==> config.mk <==
export PLATFORM = sky130hd
export DESIGN_NAME = mul_32bit_seq_flat
export DESIGN_NICKNAME = d
export VERILOG_FILES = /design/src/rtl/mul_32bit_seq_if.sv /design/src/rtl/mul_32bit_seq.sv /design/src/flat_wrapper.sv
export SDC_FILE = /design/constraint.sdc
export NUM_CORES = 1
export LEC_CHECK = 0
export CORE_AREA = 5 5 115 117
export CTS_CLUSTER_DIAMETER = 150
export CTS_CLUSTER_SIZE = 25
export DETAILED_ROUTE_END_ITERATION = 12
export DIE_AREA = 0 0 120 122
export GPL_TIMING_DRIVEN = 0
export PLACE_DENSITY = 0.92
export SLEW_MARGIN = 20
export SYNTH_ARGS = -nofsm -noshare
export SYNTH_HDL_FRONTEND = slang
export SYNTH_SLANG_ARGS = --single-unit
==> constraint.sdc <==
create_clock -name clk -period 6.5 [get_ports clk]
set_input_delay 1.3 -clock clk [delete_from_list [all_inputs] [get_ports clk]]
set_output_delay 1.3 -clock clk [all_outputs]
set_load 0.05 [all_outputs]
==> src/rtl/mul_32bit_seq_if.sv <==
// Request/response bundle between the execute-stage control unit and the
// sequential multiplier: operands and start in, busy/done and product out.
interface mul_32bit_seq_if #(
  parameter int WIDTH = 32
);
  logic             start;
  logic [WIDTH-1:0] in1;
  logic [WIDTH-1:0] in2;
  logic             busy;
  logic             done;
  logic [WIDTH-1:0] prod_hi;
  logic [WIDTH-1:0] prod_lo;

  modport master (
    output start, in1, in2,
    input  busy, done, prod_hi, prod_lo
  );

  modport slave (
    input  start, in1, in2,
    output busy, done, prod_hi, prod_lo
  );
endinterface

==> src/rtl/mul_32bit_seq.sv <==
// Unsigned shift-add multiplier: fixed WIDTH iterations per product, with a
// start/busy/done handshake so the control unit can stall during a multiply.
module mul_32bit_seq #(
  parameter int WIDTH = 32
) (
  input  logic           clk,
  input  logic           rst,
  mul_32bit_seq_if.slave mul_if
);

  localparam int CW = $clog2(WIDTH);
  localparam logic [CW-1:0] LAST_ITER = CW'(WIDTH - 1);

  typedef enum logic [1:0] {
    S_IDLE = 2'd0,
    S_BUSY = 2'd1,
    S_DONE = 2'd2
  } state_e;

  state_e           state_q, state_d;
  logic             busy_q, busy_d;
  logic             done_q, done_d;
  logic [WIDTH-1:0] mcand_q, mcand_d;
  logic [WIDTH-1:0] hi_q, hi_d;
  logic [WIDTH-1:0] lo_q, lo_d;
  logic [CW-1:0]    count_q, count_d;
  logic [WIDTH:0]   sum_s;

  // One WIDTH+1 bit add keeps the carry that the right shift moves into hi.
  assign sum_s = {1'b0, hi_q} + (lo_q[0] ? {1'b0, mcand_q} : {(WIDTH+1){1'b0}});

  // Next-state and next-output logic.
  always_comb begin
    state_d = state_q;
    busy_d  = busy_q;
    done_d  = done_q;
    mcand_d = mcand_q;
    hi_d    = hi_q;
    lo_d    = lo_q;
    count_d = count_q;
    case (state_q)
      S_IDLE: begin
        if (mul_if.start) begin
          mcand_d = mul_if.in1;
          hi_d    = {WIDTH{1'b0}};
          lo_d    = mul_if.in2;
          count_d = {CW{1'b0}};
          busy_d  = 1'b1;
          state_d = S_BUSY;
        end else begin
          state_d = S_IDLE;
        end
      end
      S_BUSY: begin
        hi_d    = sum_s[WIDTH:1];
        lo_d    = {sum_s[0], lo_q[WIDTH-1:1]};
        count_d = count_q + {{(CW-1){1'b0}}, 1'b1};
        if (count_q == LAST_ITER) begin
          busy_d  = 1'b0;
          done_d  = 1'b1;
          state_d = S_DONE;
        end else begin
          state_d = S_BUSY;
        end
      end
      S_DONE: begin
        done_d  = 1'b0;
        state_d = S_IDLE;
      end
      default: begin
        busy_d  = 1'b0;
        done_d  = 1'b0;
        state_d = S_IDLE;
      end
    endcase
  end

  // State and datapath registers; synchronous reset overrides everything.
  always_ff @(posedge clk) begin
    if (rst) begin
      state_q <= S_IDLE;
      busy_q  <= 1'b0;
      done_q  <= 1'b0;
      mcand_q <= {WIDTH{1'b0}};
      hi_q    <= {WIDTH{1'b0}};
      lo_q    <= {WIDTH{1'b0}};
      count_q <= {CW{1'b0}};
    end else begin
      state_q <= state_d;
      busy_q  <= busy_d;
      done_q  <= done_d;
      mcand_q <= mcand_d;
      hi_q    <= hi_d;
      lo_q    <= lo_d;
      count_q <= count_d;
    end
  end

  assign mul_if.busy    = busy_q;
  assign mul_if.done    = done_q;
  assign mul_if.prod_hi = hi_q;
  assign mul_if.prod_lo = lo_q;

endmodule

==> src/flat_wrapper.sv <==
// flat-port wrapper written by rule: the top's interface ports become plain ports
module mul_32bit_seq_flat 
#(
  parameter int WIDTH = 32
)
  (clk, rst, mul_if_start, mul_if_in1, mul_if_in2, mul_if_busy, mul_if_done, mul_if_prod_hi, mul_if_prod_lo);
  mul_32bit_seq_if #(.WIDTH(WIDTH)) mul_if_i ();
  input  logic clk;
  input  logic rst;
  input wire logic [$bits(mul_if_i.start)-1:0] mul_if_start;
  input wire logic [$bits(mul_if_i.in1)-1:0] mul_if_in1;
  input wire logic [$bits(mul_if_i.in2)-1:0] mul_if_in2;
  output wire logic [$bits(mul_if_i.busy)-1:0] mul_if_busy;
  output wire logic [$bits(mul_if_i.done)-1:0] mul_if_done;
  output wire logic [$bits(mul_if_i.prod_hi)-1:0] mul_if_prod_hi;
  output wire logic [$bits(mul_if_i.prod_lo)-1:0] mul_if_prod_lo;
  assign mul_if_i.start = mul_if_start;
  assign mul_if_i.in1 = mul_if_in1;
  assign mul_if_i.in2 = mul_if_in2;
  assign mul_if_busy = mul_if_i.busy;
  assign mul_if_done = mul_if_i.done;
  assign mul_if_prod_hi = mul_if_i.prod_hi;
  assign mul_if_prod_lo = mul_if_i.prod_lo;
  mul_32bit_seq #(.WIDTH(WIDTH)) u_core (.clk(clk), .rst(rst), .mul_if(mul_if_i));
endmodule
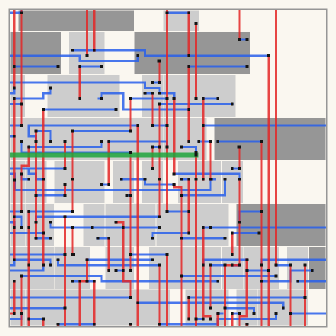
Run 1: layout detail
Window x 80 to 100, y 82 to 102 um. Cells in gray, sequential cells in the stronger gray; small squares are vias.
| color | layer |
|---|---|
| blue | metal 1 |
| red | metal 2 |
| green | metal 3 |
sequential cells in the window: 3
most frequent: nor2_1 (5), ha_1 (4)
netlist names of flops here include: `u_core.mul_if.prod_hi` (3)
cells with their middle in the window: 32

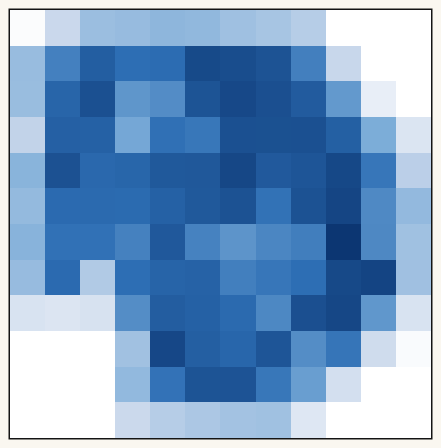
Run 1: cell area per tile
The die is cut into 12 by 12 equal tiles; white is low, dark blue is high, 0 to 100% covered.
emptiest ninth of the die: lower left
mean over tiles: 54%
tiles over 75% full: 37%
nearly empty tiles: 15%

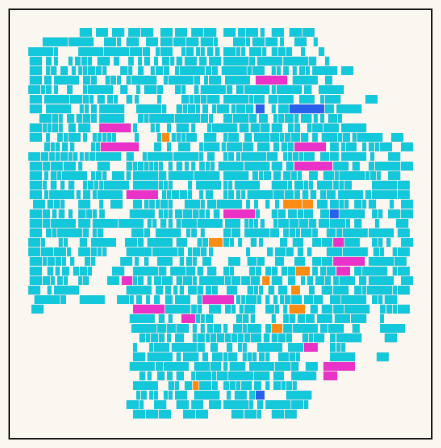
Run 1: sizing map
| color | size | cells | share |
|---|---|---|---|
| orange | _2 cells | 10 | 1.0% |
| cyan | _0 and _1 cells | 963 | 97% |
| blue | _3 and _4 cells | 4 | 0.40% |
| magenta | _6 and larger | 17 | 1.7% |
final setup margin: 3.04 ns
Non-clock buffers: 182
area added between synthesis and finish: 29.3%
Design Area, Final: 8050 sq um

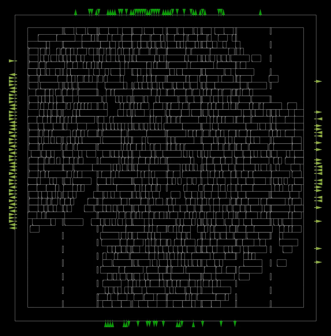
Run 1: placement view
core outline area: 12300 sq um
# rows: 41
Final Non-Filler Cells: 1144
Filler cells: 996
final core occ: 0.656

==> reports/metrics.yaml, run 1 <==
run_status:
  outcome: "complete, no violations"
finish:
  inv_count: 10
  drive_gt1_frac: 0.0312
  lay_top_count: "nor2_1"
  clock_cell_area_share: 0.0414
  n_antenna_cell: 0
pwr:
  pwr-share-comb: 0.203
  power_w: 0.00166
  clock_power_share: 0.372
  power_leader: "registers"
clocking:
  cts_resized: 0
  cts_made_buffers: 9
  h-tree-depth: 3
  insertion_delay_ns: 0.36
floorplanning:
  initCoreUtil: 0.508
  dieHeight_um: 122
critical_path:
  crit_buf_inv: 2
  crit_required_ns: 6.74
  rrSetupSlack_ns: 3.04
  endpoint: "u_core.mul_if.prod_hi[20]"
  cp_max_fo: 10
  path_depth: 12
  critical-path-top-delay-family: "AND-OR/OR-AND gates"
yosys:
  numSynthFlops: 105
  top_logic_kind: "simple AND/OR/NAND/NOR gates"
  edf_count: 0
  ys_sh_xor: 0.0338
  yosysCellCount: 848
  ys_seq_frac: 0.338
  yosysMostFrequentCell: "nor2_1"
  ys_types: 65
placed_design:
  gp_congestion: 0.942
timing:
  whs_ns: 0.450
  rsz0062_at_grt: "false"
worst_hold_path:
  hold_depth: 2
route:
  dr_wl_met3_um: 1540
global_route:
  grt_pass1_wl_um: 28800
  grt_max_degree: 20
  grt_pass1_vias: 5959
  busiest_layer: "met2"
Run 1, pin map:
The bar under the picture is 20 um long. Pins as bars across the die edge, other pins in gray.
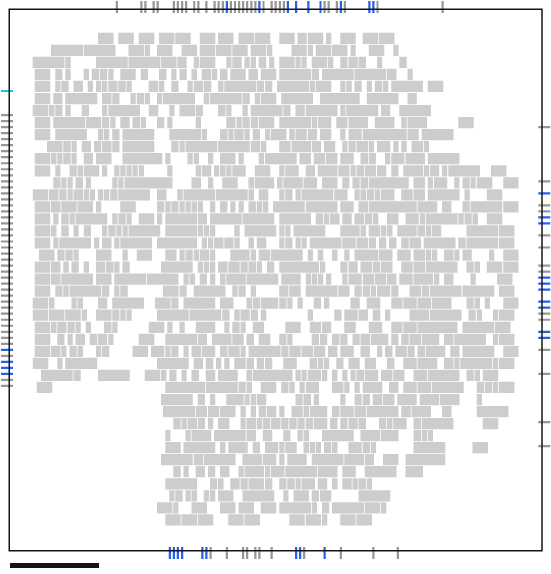

==> inputs of run 2 (changes only) <==
--- a/config.mk
+++ b/config.mk
@@ -5,13 +5,13 @@
 export SDC_FILE = /design/constraint.sdc
 export NUM_CORES = 1
 export LEC_CHECK = 0
-export CORE_AREA = 5 5 115 117
+export CORE_AREA = 5 5 116 118
 export CTS_CLUSTER_DIAMETER = 150
 export CTS_CLUSTER_SIZE = 25
 export DETAILED_ROUTE_END_ITERATION = 12
-export DIE_AREA = 0 0 120 122
+export DIE_AREA = 0 0 121 123
 export GPL_TIMING_DRIVEN = 0
-export PLACE_DENSITY = 0.92
+export PLACE_DENSITY = 0.91
 export SLEW_MARGIN = 20
 export SYNTH_ARGS = -nofsm -noshare
 export SYNTH_HDL_FRONTEND = slang
==> constraint.sdc (replaced) <==
create_clock -name clk -period 3.4 [get_ports clk]
set_input_delay 0.68 -clock clk [delete_from_list [all_inputs] [get_ports clk]]
set_output_delay 0.68 -clock clk [all_outputs]
set_load 0.05 [all_outputs]
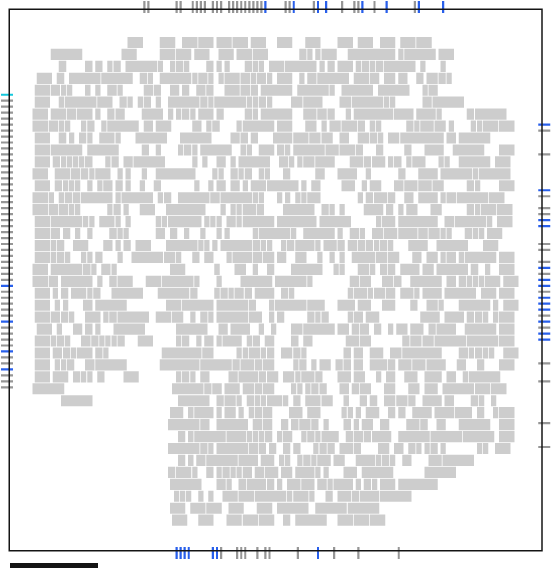
Run 2: pin map
The bar under the picture is 20 um long. Pins as bars across the die edge, other pins in gray.
| color | port | pins | direction | edge |
|---|---|---|---|---|
| cyan | `clk` | 1 | input | left |
| blue | `mul_if_in1` | 32 | input | 13 right, 8 top, 7 bottom, 4 left |

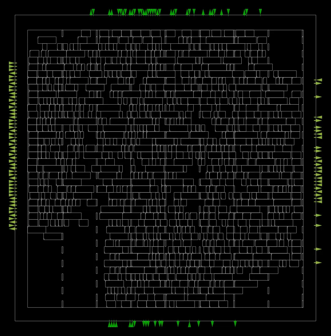
Run 2: placement view
Final Non-Filler Cells: 1168
n_taps: 172
Seq area share: 0.261
Flops: 105
final core occ: 0.653

==> run 2 against run 1 <==
Compared with the run above: utilization fell by 0.35 points; critical path depth down 1; die size increased by 1.7%; global-route usage is 1.0 points lower; sequential power grew 91%; count of clock-buffer cells in the layout is 1 higher; combinational power increased by 92%; worst hold slack improved by 0.0010 ns; sequential share of layout area decreased by 0.061 points; critical endpoint is now u_core.mul_if.prod_hi[27]; highest routed layer unchanged.
==> reports/metrics.yaml, run 2 <==
critical_path:
  cp_max_fo: 10  # unchanged
  rrSetupSlack_ns: 0.19  # -2.85 ns
  endpoint: "u_core.mul_if.prod_hi[27]"
  critical-path-top-delay-family: "AND-OR/OR-AND gates"
  crit_buf_inv: 1  # -1
  path_depth: 11  # -1
global_route:
  grt_pass1_wl_um: 27900  # -3.2%
  grt_pass1_vias: 5952  # -0.12%
  grt_max_degree: 18  # -10%
clocking:
  h-tree-depth: 3  # unchanged
  insertion_delay_ns: 0.35  # about the same
  cts_max_path_buffers: 2
  cts_made_buffers: 9  # unchanged
yosys:
  ys_sh_xor: 0.0338  # unchanged
  yosysMostFrequentCell: "nor2_1"
  yosysCellCount: 848  # unchanged
  ys_seq_frac: 0.338  # unchanged
  ys_types: 65  # unchanged
  top_logic_kind: "simple AND/OR/NAND/NOR gates"
  numSynthFlops: 105  # unchanged
worst_hold_path:
  hold_depth: 2  # unchanged
timing:
  whs_ns: 0.451  # +0.00102 ns
  final.setup.worst_slack_ns: 0.187  # -2.85 ns
  rsz0062_at_grt: "false"
floorplanning:
  initCoreUtil: 0.503  # -0.00421
  dieHeight_um: 123  # +0.82%
  row_count: 41  # unchanged
finish:
  inv_count: 10  # unchanged
  stdcell_area_sq_um: 8070  # +0.30%
  clock_cell_area_share: 0.0380  # -0.00338
  drive_gt1_frac: 0.0361  # +0.00496
  syn2layout_area_growth_pct: 29.6
placed_design:
  gp_congestion: 0.949  # +0.72%
pwr:
  pwr-share-comb: 0.211  # +0.008
  power_leader: "registers"
  power_w: 0.00306  # +85%
run_status:
  outcome: "complete, no violations"
route:
  dr_wl_met3_um: 1380  # -10%
Run 2, layout detail:
Window x 81 to 101, y 82 to 102 um. Cells in gray, sequential cells in the stronger gray; small squares are vias.
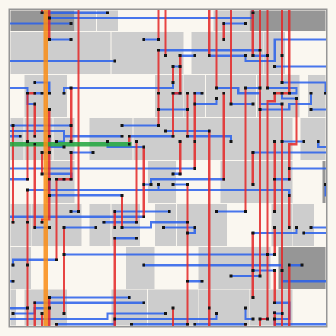

==> inputs of run 3 (changes only) <==
--- a/config.mk
+++ b/config.mk
@@ -5,13 +5,15 @@
 export SDC_FILE = /design/constraint.sdc
 export NUM_CORES = 1
 export LEC_CHECK = 0
-export CORE_AREA = 5 5 116 118
-export CTS_CLUSTER_DIAMETER = 150
+export CORE_AREA = 5 5 115 117
+export CTS_CLUSTER_DIAMETER = 100
 export CTS_CLUSTER_SIZE = 25
 export DETAILED_ROUTE_END_ITERATION = 12
-export DIE_AREA = 0 0 121 123
+export DIE_AREA = 0 0 120 122
+export DONT_BUFFER_PORTS = 1
 export GPL_TIMING_DRIVEN = 0
-export PLACE_DENSITY = 0.91
+export PLACE_DENSITY = 0.78
+export RECOVER_POWER = 25
 export SLEW_MARGIN = 20
 export SYNTH_ARGS = -nofsm -noshare
 export SYNTH_HDL_FRONTEND = slang
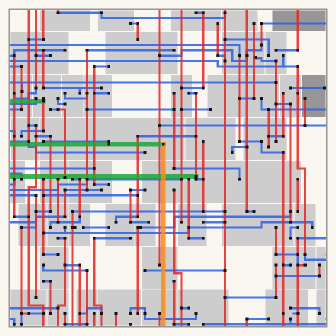
Run 3: layout detail
Window x 80 to 100, y 82 to 102 um. Cells in gray, sequential cells in the stronger gray; small squares are vias.
| color | layer |
|---|---|
| blue | metal 1 |
| green | metal 3 |
| orange | metal 4 |
| red | metal 2 |
sequential cells in the window: 0
most frequent: nor2_1 (5), a22oi_1 (5)
cells with their middle in the window: 36

==> run 3 against run 2 <==
Compared with the run above: non-clock buffer count shrank 128; worst setup slack improved by 0.073 ns; via count down 8.1%; global-route usage shrank 0.19 points; worst hold slack got worse by 0.0018 ns; wire length decreased by 5.5%; die size shrank 1.6%; first-iteration DRC count shrank 13%; fmax is 2.3% higher; sequential share of layout area grew 5.2 points; clock skew increased by 0.00075 ns; flip-flop count did not move; critical path type unchanged.
==> reports/metrics.yaml, run 3 <==
run_status:
  outcome: "complete, no violations"
critical_path:
  path_depth: 12  # +1
  critical-path-top-delay-family: "AND-OR/OR-AND gates"
  crit_buf_inv: 2  # +1
  rrSetupSlack_ns: 0.26  # +0.07 ns
  endpoint: "u_core.mul_if.prod_hi[20]"
pwr:
  pwr-share-comb: 0.119  # -0.092
  power_leader: "registers"
worst_hold_path:
  hold_depth: 2  # unchanged
floorplanning:
  initCoreUtil: 0.508  # +0.00421
  taps: 150  # -13%
  dieHeight_um: 122  # -0.81%
yosys:
  ys_sh_xor: 0.0338  # unchanged
  ys_types: 65  # unchanged
  numSynthFlops: 105  # unchanged
  top_logic_kind: "simple AND/OR/NAND/NOR gates"
  yosysMostFrequentCell: "nor2_1"
  yosysCellCount: 848  # unchanged
  ys_seq_frac: 0.338  # unchanged
finish:
  drive_gt1_frac: 0.0461  # +0.00999
  clock_cell_area_share: 0.0407  # +0.00270
  seq_share: 0.313  # +0.0524
  stdcell_area_sq_um: 6740  # -17%
  final_core_util: 0.549  # -0.103
  stdcell_count: 1017  # -13%
global_route:
  grt_max_degree: 19  # +1
  grt_pass1_wl_um: 27100  # -2.9%
clocking:
  h-tree-depth: 3  # unchanged
  cts_made_buffers: 9  # unchanged
timing:
  final.setup.worst_slack_ns: 0.260  # +0.0726 ns
  whs_ns: 0.449  # -0.00175 ns
placed_design:
  gp_congestion: 0.938  # -1.2%
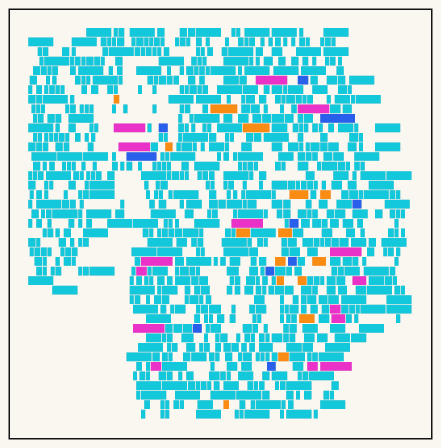
Run 3: sizing map
| color | size | cells | share |
|---|---|---|---|
| blue | _3 and _4 cells | 10 | 1.2% |
| cyan | _0 and _1 cells | 827 | 95% |
| orange | _2 cells | 15 | 1.7% |
| magenta | _6 and larger | 15 | 1.7% |
Non-clock buffers: 56
area added between synthesis and finish: 8.20%

Power is estimated from default activity; no workload was simulated.
